Figure 1. Signal wires on met1 (run 1).
The bar under the picture is 50 µm long. Supply wires on this layer in grey.
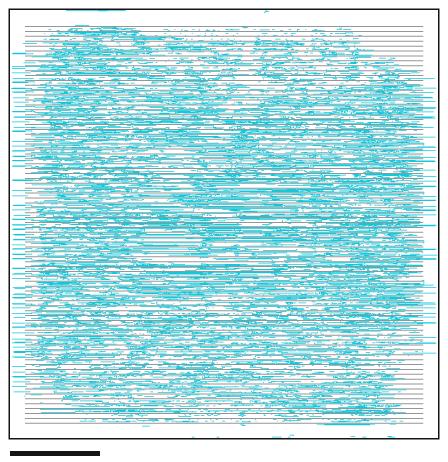
Figure 2. M2 wires (run 1).
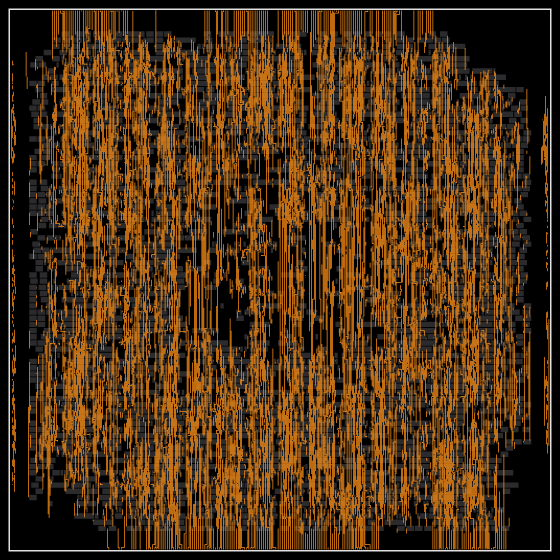
Figure 3. Signal wires on met3 (run 1).
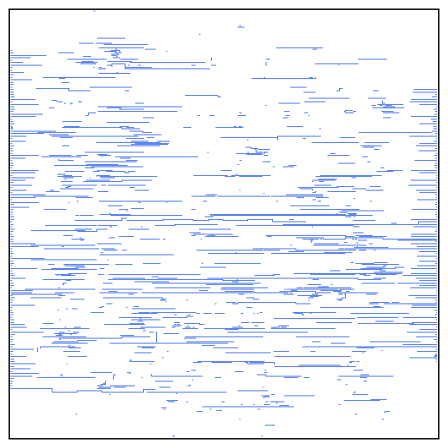
--- src/rtl/matrix_stream_pkg.sv ---
// Shared types and helpers for the matrix result streamer: FSM states,
// default frame header and the byte-select helper used by the shadow buffer.
package matrix_stream_pkg;

  typedef enum logic [2:0] {
    IDLE,
    HDR,
    DATA,
    CSUM,
    DONE
  } state_t;

  localparam logic [7:0] HEADER_BYTE_DEFAULT = 8'hA5;

  // Widest element supported by get_byte; narrower words are zero-extended.
  localparam int MAX_WORD_W = 256;
  localparam int BYTE_SEL_W = 5;

  function automatic logic [7:0] get_byte(input logic [MAX_WORD_W-1:0] word,
                                          input logic [BYTE_SEL_W-1:0] idx);
    return word[{idx, 3'b000} +: 8];
  endfunction

endpackage

--- src/rtl/matrix_shadow_buf.sv ---
// Snapshot register for the result matrix plus the element/byte read mux.
// The read path is combinational so the FSM sees the selected byte in-cycle.
module matrix_shadow_buf
  import matrix_stream_pkg::*;
#(
  parameter int DATA_WIDTH = 32,
  parameter int N_ELEM     = 16,
  parameter int IDX_W      = 4,
  parameter int B_W        = 2
) (
  input  logic                         i_clk,
  input  logic                         i_reset,
  input  logic                         i_capture,
  input  logic [N_ELEM*DATA_WIDTH-1:0] i_matrix,
  input  logic [IDX_W-1:0]             i_elem_idx,
  input  logic [B_W-1:0]               i_byte_idx,
  output logic [7:0]                   o_byte
);

  localparam int BYTES = DATA_WIDTH / 8;

  logic [N_ELEM*DATA_WIDTH-1:0] shadow_q;
  logic [N_ELEM*DATA_WIDTH-1:0] shadow_d;
  logic [DATA_WIDTH-1:0]        words [N_ELEM];
  logic [BYTE_SEL_W-1:0]        byte_sel;

  assign shadow_d = i_capture ? i_matrix : shadow_q;

  always_ff @(posedge i_clk or posedge i_reset) begin
    if (i_reset) begin
      shadow_q <= '0;
    end else begin
      shadow_q <= shadow_d;
    end
  end

  for (genvar gi = 0; gi < N_ELEM; gi++) begin : g_words
    assign words[gi] = shadow_q[gi*DATA_WIDTH +: DATA_WIDTH];
  end

  // Byte counter runs 0..BYTES-1 but words leave MSB first.
  always_comb begin
    byte_sel = BYTE_SEL_W'(BYTES - 1) - BYTE_SEL_W'(i_byte_idx);
    o_byte   = get_byte(MAX_WORD_W'(words[i_elem_idx]), byte_sel);
  end

endmodule

--- src/rtl/matrix_result_streamer.sv ---
// Captures the multiplier result matrix on i_start and streams it as a byte
// frame (header, row-major MSB-first elements, optional XOR checksum).
module matrix_result_streamer
  import matrix_stream_pkg::*;
#(
  parameter int         DATA_WIDTH      = 32,
  parameter int         N_ROWS          = 4,
  parameter int         N_COLS          = 4,
  parameter logic [7:0] HEADER_BYTE     = HEADER_BYTE_DEFAULT,
  parameter bit         APPEND_CHECKSUM = 1'b1,
  localparam int        N_ELEM          = N_ROWS * N_COLS,
  localparam int        IDX_W           = (N_ELEM > 1) ? $clog2(N_ELEM) : 1
) (
  input  logic                         i_clk,
  input  logic                         i_reset,
  input  logic                         i_start,
  input  logic [N_ELEM*DATA_WIDTH-1:0] i_matrix,
  output logic [7:0]                   o_tx_data,
  output logic                         o_tx_valid,
  input  logic                         i_tx_ready,
  output logic                         o_busy,
  output logic                         o_done,
  output logic [IDX_W-1:0]             o_elem_idx
);

  localparam int BYTES = DATA_WIDTH / 8;
  localparam int B_W   = (BYTES > 1) ? $clog2(BYTES) : 1;

  state_t           state_q, state_d;
  logic [IDX_W-1:0] elem_q, elem_d;
  logic [B_W-1:0]   byte_q, byte_d;
  logic [7:0]       csum_q, csum_d;
  logic             capture;
  logic [7:0]       shadow_byte;

  matrix_shadow_buf #(
    .DATA_WIDTH (DATA_WIDTH),
    .N_ELEM     (N_ELEM),
    .IDX_W      (IDX_W),
    .B_W        (B_W)
  ) u_shadow (
    .i_clk      (i_clk),
    .i_reset    (i_reset),
    .i_capture  (capture),
    .i_matrix   (i_matrix),
    .i_elem_idx (elem_q),
    .i_byte_idx (byte_q),
    .o_byte     (shadow_byte)
  );

  always_ff @(posedge i_clk or posedge i_reset) begin
    if (i_reset) begin
      state_q <= IDLE;
      elem_q  <= '0;
      byte_q  <= '0;
      csum_q  <= '0;
    end else begin
      state_q <= state_d;
      elem_q  <= elem_d;
      byte_q  <= byte_d;
      csum_q  <= csum_d;
    end
  end

  // Outputs are decoded from the registered state, so valid/data stay
  // stable across stalls and drop to zero as soon as reset asserts.
  always_comb begin
    state_d    = state_q;
    elem_d     = elem_q;
    byte_d     = byte_q;
    csum_d     = csum_q;
    capture    = 1'b0;
    o_tx_valid = 1'b0;
    o_tx_data  = 8'h00;
    o_done     = 1'b0;

    case (state_q)
      IDLE: begin
        if (i_start) begin
          capture = 1'b1;
          elem_d  = '0;
          byte_d  = '0;
          csum_d  = '0;
          state_d = HDR;
        end
      end
      HDR: begin
        o_tx_valid = 1'b1;
        o_tx_data  = HEADER_BYTE;
        if (i_tx_ready) begin
          state_d = DATA;
        end
      end
      DATA: begin
        o_tx_valid = 1'b1;
        o_tx_data  = shadow_byte;
        if (i_tx_ready) begin
          csum_d = csum_q ^ shadow_byte;
          if (byte_q == B_W'(BYTES - 1)) begin
            byte_d = '0;
            if (elem_q == IDX_W'(N_ELEM - 1)) begin
              state_d = APPEND_CHECKSUM ? CSUM : DONE;
            end else begin
              elem_d = elem_q + 1'b1;
            end
          end else begin
            byte_d = byte_q + 1'b1;
          end
        end
      end
      CSUM: begin
        o_tx_valid = 1'b1;
        o_tx_data  = csum_q;
        if (i_tx_ready) begin
          state_d = DONE;
        end
      end
      DONE: begin
        o_done  = 1'b1;
        state_d = IDLE;
      end
      default: begin
        state_d = IDLE;
      end
    endcase
  end

  assign o_busy     = (state_q != IDLE);
  assign o_elem_idx = elem_q;

endmodule

--- config.mk ---
export PLATFORM = sky130hd
export DESIGN_NAME = matrix_result_streamer
export DESIGN_NICKNAME = d
export VERILOG_FILES = /design/src/rtl/matrix_stream_pkg.sv /design/src/rtl/matrix_shadow_buf.sv /design/src/rtl/matrix_result_streamer.sv
export SDC_FILE = /design/constraint.sdc
export NUM_CORES = 1
export LEC_CHECK = 0
export CORE_MARGIN = 8
export CORE_UTILIZATION = 50
export DETAILED_ROUTE_END_ITERATION = 6
export GPL_TIMING_DRIVEN = 0
export PLACE_DENSITY = 0.77
export RECOVER_POWER = 25
export SLEW_MARGIN = 20
export SYNTH_ARGS = -nofsm -noshare
export SYNTH_HDL_FRONTEND = slang
export SYNTH_SLANG_ARGS = --single-unit
--- constraint.sdc ---
create_clock -name i_clk -period 25.2 [get_ports i_clk]
set_clock_uncertainty 0.1 [all_clocks]
set_input_delay 5.04 -clock i_clk [delete_from_list [all_inputs] [get_ports i_clk]]
set_output_delay 5.04 -clock i_clk [all_outputs]
set_load 0.005 [all_outputs]
==> run notes, run 1 <==
Observations from the implementation run.

Worst setup path:
- The run puts the largest fanout of any net on the critical path at 109.
- According to the timing report, the critical path is launched from i_reset.
- The run gives the critical path startpoint category as a primary input.
- The run gives the signal arrival time at the worst endpoint as about 14 ns.
- The run gives the startpoint of the worst register-to-register path as o_elem_idx[0].
- Per the timing report, the most critical flop-to-flop path finishes at csum_q[4].
- The run gives the buffer-and-inverter tally for the worst setup path as 4.
- The run puts the required time of the worst setup path at 24.43 ns.
- By instance count, the cell type seen most on the critical path is clkbuf_1.
- The timing report attributes the biggest portion of critical-path delay to buffers and inverters.
- The run gives the kind of end point of the critical path as an asynchronous set/reset pin.
- Counting cells, the worst reg-to-reg path comes to 9.
- The worst setup path is of the primary input to asynchronous set/reset pin kind.
- Walking the critical path from launch to capture passes 4 cell instances.
- The run puts the peak per-stage delay on the critical path at roughly 4.1 ns.
- Walking the worst path, the cells encountered are dlygate4sd3_1, clkinvlp_2, clkbuf_1, clkbuf_1.
- The run puts the reg-to-reg setup timing slack at between 20 and 25 ns.
- The run gives the slowest stage cell on the critical path as clkbuf_1.

Route:
- The routed design shows a wire length per standard cell of between 20 and 30 µm.
- The run gives the number of violations reported at the end of detailed-routing iteration 0 as roughly 2.3k.
- The run puts the remaining routing DRC violations at 0.
- The run puts the number of nets with antenna violations after routing at 0.
- The script logs the ratio of routed vias to standard cells as 5.66.
- The run gives the count of TritonRoute iterations in the first routing pass as 5.

Clock network:
- The run gives the H-tree level count as 2.
- Counting along the longest clock path gives a buffer depth of 3.
- The run puts the latest clock arrival within the worst-skew pair at roughly 0.62 ns.
- The run gives the clock-pin slew on the worst setup and hold paths as about 0.060 ns.
- The run puts the number of CTS-inserted buffers at between 50 and 60.
- The run puts the count of buffers added by post-CTS timing repair for setup at 0.
- The run puts the post-cts repair resize count at 0.
- TritonCTS built the clock tree.
- The run puts the count of hold-fix buffers inserted at cts at 0.
- For this design, the sink count on the clock tree is 529.
- The root buffer cell chosen for the clock tree is clkbuf_16.

Synth:
- The run puts the sequential cell area fraction in the yosys report at 0.539.
- The run gives the warning count from the yosys run as 0.
- Per the synth stats, the flop cell with the highest instance count is dfrtp_1.
- The run puts the total standard cell area after synthesis at ~0.025 mm².
- The run gives the post-synthesis net count as 3188.
- The run puts the post-synthesis cell count from yosys at about 2.7k.
- The run gives the total cell area reported by yosys after synthesis as ~0.025 mm².
- For reference, the top cells by area after synthesis are dfrtp_1 54%, nand2_1 24%, mux4_2 8.4%.
- After synthesis, the share of flip-flops with an asynchronous set or reset is 1.00.
- In the Yosys stats the netlist draws on around 57 distinct library cells.
- The run puts the average cell area after synthesis at a little over 9 µm².
- The synthesis stats list as the most numerous cell nand2_1.
- The run gives the number of enable flip-flop cells as 0.
- By count the netlist is led by 1570 x nand2_1, 529 x dfrtp_1, 92 x mux4_2.
- The cell type that accounts for the most area after synthesis is dfrtp_1.
- The run puts the flop and latch count out of synthesis at 529.
- The run puts the fraction of synthesized cell area taken by the top area cell type at 0.539.
- The run puts the gate count after technology mapping at approximately 2.7k.

Global routing:
- The run puts the via count of the first global-routing pass at about 24k.
- The run puts the overall global routing resource usage at 0.347.
- Per the GRT congestion report, total overflow comes to 0.
- The run gives the first-pass GRT wire length as between 100000 and 150000 µm.
- The run puts the initial antenna violation count at 6.
- The run gives the maximum number of pins on one net before global-route repair as around 110.

Layout:
- The run gives the final standard cell area without fillers as roughly 0.033 mm².
- Per the layout report, the design carries between 3k and 4k filler cells.
- The run puts the final net count at 3778.
- The run puts the share of layout cells above drive strength 1 at 0.0942.
- The run gives the synthesis-to-finish area growth as 32.6%.
- The run puts the core utilization of the finished layout at 0.668.
- The run gives the area used by multi-input combinational logic as 0.0104 mm².

Flow run:
- The run puts the max-cap violation count at 5.
- OpenROAD emitted warnings numbering 32.

Place:
- The run puts the post-DP HPWL at roughly 77000 µm.
- The run gives the cell area after placement as between 0.03 and 0.04 mm².
- The run gives the count of input and output buffers as ~530.
- RePlAce ended its routability-driven mode at a weighted congestion of around 1.

Floorplan:
- The floorplan has ~81 rows.
- The run gives the core area as just under 0.05 mm².
- The run puts the number of top-level design ports at roughly 530.
- The run puts the share of the core filled by cells before placement at 0.504.
- From left edge to right edge, the die measures roughly 240 µm.
- The run gives the area of the chip as about 0.056 mm².
- The run puts the die span in y at roughly 240 µm.

Pwr:
- The run puts the peak supply drop at approximately 0.055 mV.
- The run gives the reported leakage power as between 15 and 20 nW.
- The run puts the cell area power density at ~120 mW/mm².
- The run gives the sum of internal, switching and leakage power as 0.00400 W.

Final timing:
- The final timing report derives a shortest allowable period of between 15 and 20 ns.
- Setup repair after global routing left no endpoint under its margin.
- The run puts the maximum operating frequency at roughly 66 MHz.
- Measured against its own limit, the worst slew margin works out to -2.78.
- The run gives the actual slew at the worst max-slew pin as between 5 and 6 ns.
- The run puts the max-slew violation count at approximately 450.
- The run puts the post-route fraction of the period consumed by the critical path at 0.598.
- The run puts the final hold violation count at 0.
- The run gives the number of failing setup endpoints in the final timing report as 0.

Worst hold path:
- Checking hold timing, the worst path is listed with class flop to flop.
- The run puts the worst hold path depth at 2.
- The run gives the hold path startpoint as u_shadow.shadow_q[346].
- In the hold report, the worst path ends at u_shadow.shadow_q[346].

Run status:
- The final reports fail on capacitance limit, slew limit.
- The flow ran to the end, but the final reports show violations.
## Picture notes: Figure 1
wire length on this layer = 37.8 mm
share of all routed wire = 38%
longest straight run = 75.9 µm
sum of routed wire length over all layers: 99300 µm
GR Util met1: 0.441
via count: 22.5k

## Picture notes: Figure 2
longest straight run = 103 µm
nets with wire on the layer = 3231
main direction = vertical
wire length on this layer = 47.0 mm
met2 usage in global routing: 0.567

## Picture notes: Figure 3
nets with wire on the layer = 681
wire length on this layer = 9110 µm
main direction = horizontal
share of all routed wire = 9.2%
longest straight run = 88.6 µm
met3 layer usage reported by global route: 0.0690

==> run 1: state kept, by name (all words and copies together) (netlist names) <==
signal             flops
csum_q                 8
byte_q                 2
state_q                3
u_shadow.shadow_q    512
o_elem_idx             4
==> run 1: cells by family after synthesis <==
kind of cell             count (synthesis)  share of synthesized area
AND/OR/NAND/NOR                       1644                      0.255
buffers and inverters                  178                     0.0378
flip-flops                             529                      0.539
multiplexers                           205                      0.133
adder cells (fa/ha/maj)                  2                    0.00102
AND-OR/OR-AND                          109                     0.0331
XOR/XNOR                                 3                    0.00107
==> run 1: final cells by class <==
cell class              instances  share of cell area
multi-input cells            1963               0.319
plain buffers                 174              0.0281
repair buffers                535               0.164
diodes                          6            0.000461
flip-flops and latches        529               0.406
well taps                     664              0.0255
inverters                       4            0.000499
clock buffers                  72              0.0463
clock inverters                25             0.00914
==> run 1: through the flow <==
stage,TNS (ns),worst slack (ns),instances,hold slack [ns]
5_1_grt,0,8.11,3971,0.389
2_1_floorplan,0,5.28,2670,0.337
3_5_place_dp,0,16.41,3869,0.358
3_3_place_gp,-17.28,-0.0985,3864,0.352
6_report,0,10.13,3972,0.367
4_1_cts,0,15.74,3966,0.372
==> run 1: worst max path at each step <==
stage,endpoint,slack (ns)
detailed placement,o_tx_data[0],16.41
CTS,o_tx_data[0],15.74
global placement,u_shadow.shadow_q[302],-0.1
finish,u_shadow.shadow_q[314],10.13
global route,u_shadow.shadow_q[307],8.11
floorplan,byte_q[0],5.28
==> run 1: report_power, final <==
group / internal [W] / total, W / switching (W)
Clock: 0.000473 / 0.000821 / 0.000348
Sequential: 0.00125 / 0.00147 / 0.000226
Combinational: 0.000669 / 0.00171 / 0.00104
==> run 1: worst min-delay path, cell delays in order, from the launching register on <==
cell and delay (ns):
dfrtp_1 0.33, nand2_1 0.05, nand2_1 0.05
==> run 1: routing by layer <==
layer,up-vias,routed length [µm],GRT usage
li1,9754,-,-
met1,11100,37800,0.441
met2,1381,47000,0.567
met3,266,9110,0.0690
met4,0,5420,0.170
met5,-,0,0
==> run 1: cells in the final DEF (no fill, tap or decap), drive strengths merged, types with 3 or more instances in the layout <==
cell type | Yosys | final
a21o | 12 | 12
a21oi | 16 | 16
a221o | 3 | 3
a221oi | 3 | 3
a22o | 6 | 6
buf | 95 | 96
bufinv | 0 | 5
clkbuf | 79 | 155
clkdlybuf4s50 | 0 | 527
clkinv | 1 | 18
dfrtp | 529 | 529
diode | 0 | 6
dlygate4sd3 | 0 | 3
inv | 3 | 4
mux2 | 23 | 23
mux2i | 88 | 88
mux4 | 94 | 94
nand2 | 1570 | 1570
nand3 | 5 | 5
nor2 | 39 | 39
nor2b | 4 | 4
o211ai | 15 | 15
o21ai | 9 | 9
o221ai | 13 | 13
o22ai | 23 | 23
or2 | 9 | 9
## Run 2: what changed since run 1
--- a/config.mk
+++ b/config.mk
@@ -6,10 +6,10 @@
 export NUM_CORES = 1
 export LEC_CHECK = 0
 export CORE_MARGIN = 8
-export CORE_UTILIZATION = 50
+export CORE_UTILIZATION = 46
 export DETAILED_ROUTE_END_ITERATION = 6
 export GPL_TIMING_DRIVEN = 0
-export PLACE_DENSITY = 0.77
+export PLACE_DENSITY = 0.74
 export RECOVER_POWER = 25
 export SLEW_MARGIN = 20
 export SYNTH_ARGS = -nofsm -noshare
==> constraint.sdc (replaced) <==
create_clock -name i_clk -period 13.3 [get_ports i_clk]
set_clock_uncertainty 0.1 [all_clocks]
set_input_delay 2.66 -clock i_clk [delete_from_list [all_inputs] [get_ports i_clk]]
set_output_delay 2.66 -clock i_clk [all_outputs]
set_load 0.005 [all_outputs]
Figure 4. The metal 4 layer (run 2).
Supply wires on this layer in grey.
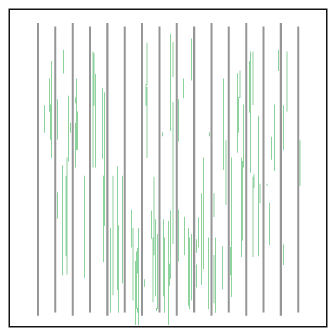
share of all routed wire = 4.6%
main direction = vertical
wire length on this layer = 4600 µm
sum of routed wire length over all layers: 101000 µm
via count: 22.3k

==> run notes, run 2 <==
Observations from the implementation run.

Global routing:
- The run gives the overall overflow remaining after global route as 0 (unchanged).
- The run puts the maximum number of pins on one net before global-route repair at 37 (was 110).
- The run gives the via count of the first global-routing pass as 23.5k (was 23.7k).
- The routing layer with the top usage in global route was met2 (unchanged).
- The met1 layer usage reported by global route came to 0.408 (was 0.441).
- The met3 track demand over resource in global routing came to 0.0769 (was 0.0690).
- The run gives the first-pass GRT wire length as 147000 µm (was 146000 µm).
- The overall global routing resource usage is 0.324 (was 0.347).
- The run puts the initial antenna violation count at 5 (was 6).

Worst setup path:
- The startpoint of the worst register-to-register path is o_elem_idx[0] (unchanged).
- The run puts the largest fanout of any net on the critical path at 10 (was 109).
- The buffer-and-inverter tally for the worst setup path came to 4 (unchanged).
- The run gives the peak per-stage delay on the critical path as 0.73 ns (was 4.13 ns).
- The slowest stage cell on the critical path is dfrtp_1 (was clkbuf_1).
- The run puts the required time of the worst setup path at 10.54 ns (was 24.43 ns).
- The run gives the instance count on the critical path as 10 (was 4).
- The number of cells on the worst reg-to-reg path was 9 (unchanged).
- The kind of end point of the critical path was an output pin (was asynchronous set/reset pin).
- The run gives the signal arrival time at the worst endpoint as 4.38 ns (was 14.30 ns).
- The worst reg2reg path endpoint was csum_q[4] (unchanged).
- The run gives the critical path startpoint category as a flop (was primary input).
- The reg-to-reg setup timing slack is 10.06 ns (was 21.91 ns).
- The run gives the type of the setup path with the least slack as flop to output pin (was primary input to asynchronous set/reset pin).
- Worst path cell trace: buf_6, buf_8, buf_6, mux2i_1, o221ai_1, a21o_1, o22ai_1, mux2_2, o22ai_1, clkdlybuf4s50_1 (was dlygate4sd3_1, clkinvlp_2, clkbuf_1, clkbuf_1).
- The family with the most delay on the worst path was buffers and inverters (unchanged).

Synth:
- The run puts the total cell area reported by yosys after synthesis at 0.0246 mm² (unchanged).
- Biggest area contributors in the synthesized netlist: dfrtp_1 54%, nand2_1 24%, mux4_2 8.4% (unchanged).
- The run gives the total standard cell area after synthesis as 0.0246 mm² (unchanged).
- The run gives the warning count from the yosys run as 0 (unchanged).
- The run puts the post-synthesis net count at 3188 (unchanged).
- List of most frequent post-synthesis cells: 1570 x nand2_1, 529 x dfrtp_1, 92 x mux4_2 (unchanged).
- The run puts the fraction of synthesized cell area taken by the top area cell type at 0.539 (unchanged).
- The most used flip-flop cell was dfrtp_1 (unchanged).
- The run puts the share of async-settable or async-resettable flops after synthesis at 1.00 (unchanged).
- The number of distinct standard cells referenced by the synthesized netlist was 57 (unchanged).
- The flop and latch count out of synthesis is 529 (unchanged).
- The run gives the top cell type by total area after synthesis as dfrtp_1 (unchanged).
- The cell with the most instances after synthesis is nand2_1 (unchanged).
- The gate count after technology mapping was 2670 (unchanged).
- The post-synthesis cell count from yosys came to 2670 (unchanged).
- The run gives the average cell area after synthesis as 9.20 µm² (unchanged).
- The run gives the number of enable flip-flop cells as 0 (unchanged).
- The run gives the sequential cell area fraction in the yosys report as 0.539 (unchanged).

Final timing:
- The run puts the number of failing setup endpoints in the final timing report at 0 (unchanged).
- Of the available clock period, the critical path in the final layout requires 0.537.
- The run puts the final hold violation count at 0 (unchanged).
- The max-slew violation count was 262 (was 445).
- The run gives the normalized max-slew margin as -0.290 (was -2.78).
- For this run, the top clock speed supported by timing is 140 MHz.
- The run gives the clock period minus final worst setup slack as slightly above 7 ns.
- The total negative slack for setup checks is 0 ns (unchanged).
- The run gives the actual slew at the worst max-slew pin as 1.94 ns (was 5.67 ns).
- RSZ-0062 raised after global routing: no (unchanged).

Worst hold path:
- The run gives the end of the worst hold path as u_shadow.shadow_q[210] (was u_shadow.shadow_q[346]).
- The hold path startpoint is u_shadow.shadow_q[210] (was u_shadow.shadow_q[346]).
- The path class of the lowest-slack min-delay path was flop to flop (unchanged).
- The run gives the worst hold path depth as 2 (unchanged).

Layout:
- The number of flip-flops in the largest register was 512 (unchanged).
- Commonest cells after routing, fill and taps aside: 1570 x nand2_1, 529 x dfrtp_1, 528 x clkdlybuf4s50_1 (was 1570 x nand2_1, 529 x dfrtp_1, 527 x clkdlybuf4s50_1).
- The area used by multi-input combinational logic is 0.0104 mm² (unchanged).
- The run gives the sequential cell area as 0.0132 mm² (unchanged).
- The run puts the share of layout cells above drive strength 1 at 0.0982 (was 0.0942).
- The run puts the fill cell total of the finished layout at 4237 (was 3879).
- The run puts the synthesis-to-finish area growth at 34.3% (was 32.6%).
- The final net count came to 3793 (was 3778).
- The most common cell after layout, fill and taps aside is nand2_1 (unchanged).
- The run gives the count of placed standard cells in the final layout, fillers left out as 4012 (was 3972).
- The run gives the register with the highest flop count as u_shadow.shadow_q (unchanged).

Flow run:
- The max-cap violation count was 8 (was 5).
- The run puts the number of warnings in the stage logs at 26 (was 32).

Route:
- The run puts the count of TritonRoute iterations in the first routing pass at 7 (was 5).
- The number of violations reported at the end of detailed-routing iteration 0 was 1977 (was 2325).
- The number of nets with antenna violations after routing came to 0 (unchanged).
- The run puts the average routed wire per standard cell at 25.1 µm (was 25.0 µm).
- The remaining routing DRC violations is 0 (unchanged).
- The run gives the routed via count divided by cell count as 5.56 (was 5.66).

Clock network:
- The count of hold-fix buffers inserted at cts came to 0 (unchanged).
- The maximum count of clock buffers along a single path came to 3 (unchanged).
- The total number of clock tree sinks was 529 (unchanged).
- The H-tree level count is 2 (unchanged).
- The clock-pin slew on the worst setup and hold paths is 0.06 ns (about the same).
- The TritonCTS clock tree is built (unchanged).
- The run puts the count of buffers added by post-CTS timing repair for setup at 0 (unchanged).
- The run puts the latest clock arrival within the worst-skew pair at 0.63 ns (was 0.62 ns).
- The run gives the root buffer cell as clkbuf_16 (unchanged).
- The run puts the post-cts repair resize count at 0 (unchanged).
- The number of CTS-inserted buffers is 55 (was 53).

Run status:
- Status: finished with violations (unchanged).
- Failing checks: capacitance limit, slew limit (unchanged).

Floorplan:
- The run puts the area of the chip at 0.0611 mm² (was 0.0565 mm²).
- The run puts the horizontal die size at 247 µm (was 238 µm).
- The share of the core filled by cells before placement came to 0.467 (was 0.504).
- The die span in y is 247 µm (was 238 µm).
- The cell row count is 84 (was 81).
- The run gives the core area as 0.0527 mm² (was 0.0487 mm²).
- The run gives the number of top-level design ports as 531 (unchanged).

Place:
- The weighted congestion reported at the end of routability-driven placement came to 1.01 (was 1.00).
- The count of placed standard cells including taps came to 3906 (was 3869).
- The run puts the count of input and output buffers at 530 (unchanged).
- The post-DP HPWL is 79100 µm (was 76900 µm).

Pwr:
- The run puts the reported leakage power at 16.0 nW (was 15.8 nW).
- The run gives the peak supply drop as 0.128 mV (was 0.0549 mV).
- The run puts the cell area power density at 235 mW/mm² (was 123 mW/mm²).
Figure 5. M2 wires (run 2).
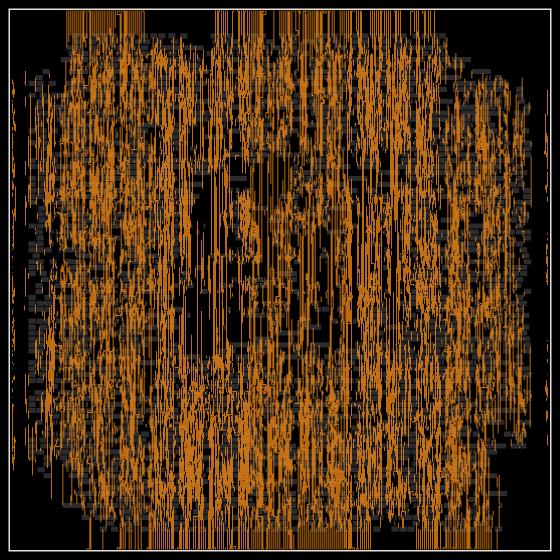
share of all routed wire = 48%
wire length on this layer = 48.6 mm
main direction = vertical
longest straight run = 111 µm
met2 usage in global routing: 0.535

==> run 2: how the worst max path moves through the flow <==
stage | startpoint | slack (ns) | to
detailed placement | o_elem_idx[0] | 6.82 | o_tx_data[2]
CTS | o_elem_idx[0] | 6.16 | o_tx_data[2]
finish | o_elem_idx[0] | 6.16 | o_tx_data[2]
global route | i_reset | 5.70 | u_shadow.shadow_q[8]
global placement | i_reset | 0.42 | u_shadow.shadow_q[304]
floorplan | i_reset | 3.35 | byte_q[0]
==> run 2: final cells by class <==
| type | instances | share of cell area |
|---|---|---|
| Antenna cell | 4 | 0.000303 |
| Timing Repair Buffer | 548 | 0.168 |
| Clock inverter | 26 | 0.0120 |
| Inverter | 4 | 0.000493 |
| Multi-Input combinational cell | 1963 | 0.315 |
| Clock buffer | 76 | 0.0490 |
| Tap cell | 688 | 0.0261 |
| Buffer | 174 | 0.0277 |
| Sequential cell | 529 | 0.401 |
==> run 2: cells by family after synthesis <==
logic type | after synthesis | synth area share
flip-flops | 529 | 0.539
XOR/XNOR | 3 | 0.00107
AND-OR/OR-AND | 109 | 0.0331
AND/OR/NAND/NOR | 1644 | 0.255
buffers and inverters | 178 | 0.0378
multiplexers | 205 | 0.133
adder cells (fa/ha/maj) | 2 | 0.00102
==> run 2: layer usage <==
metal	up-vias	wire (µm)
li1	9798	-
met1	11100	38400
met2	1201	48600
met3	202	9160
met4	2	4600
met5	-	13
==> run 2: where the power goes <==
| group | internal, W | switching (W) |
|---|---|---|
| Sequential | 0.00236 | 0.000432 |
| Clock | 0.00103 | 0.000681 |
| Combinational | 0.00127 | 0.00197 |
==> run 2: worst register-to-register path: cells and delay by family, from the launching register on <==
family	cells	cell delay (ns)
compound gates	3	0.64
buf+inv	4	1.06
flops	1	0.73
mux	2	0.59
==> run 2: per-stage QoR <==
| step | cell area [µm²] | hold WS [ns] | util | power, W | setup slack (ns) |
|---|---|---|---|---|---|
| after floorplan | 24600 | 0.337 | - | 0.00463 | 3.35 |
| after detailed placement | 31100 | 0.358 | 0.591 | 0.00599 | 6.82 |
| after CTS | 33100 | 0.373 | 0.629 | 0.00771 | 6.16 |
| final | 33000 | 0.371 | 0.626 | 0.00775 | 6.16 |
| after global routing | 33000 | 0.387 | 0.626 | 0.00812 | 5.70 |
| after global placement | 30700 | 0.351 | 0.584 | 0.00588 | 0.416 |
Power figures rest on the tool's default switching activity, not on a simulated workload.
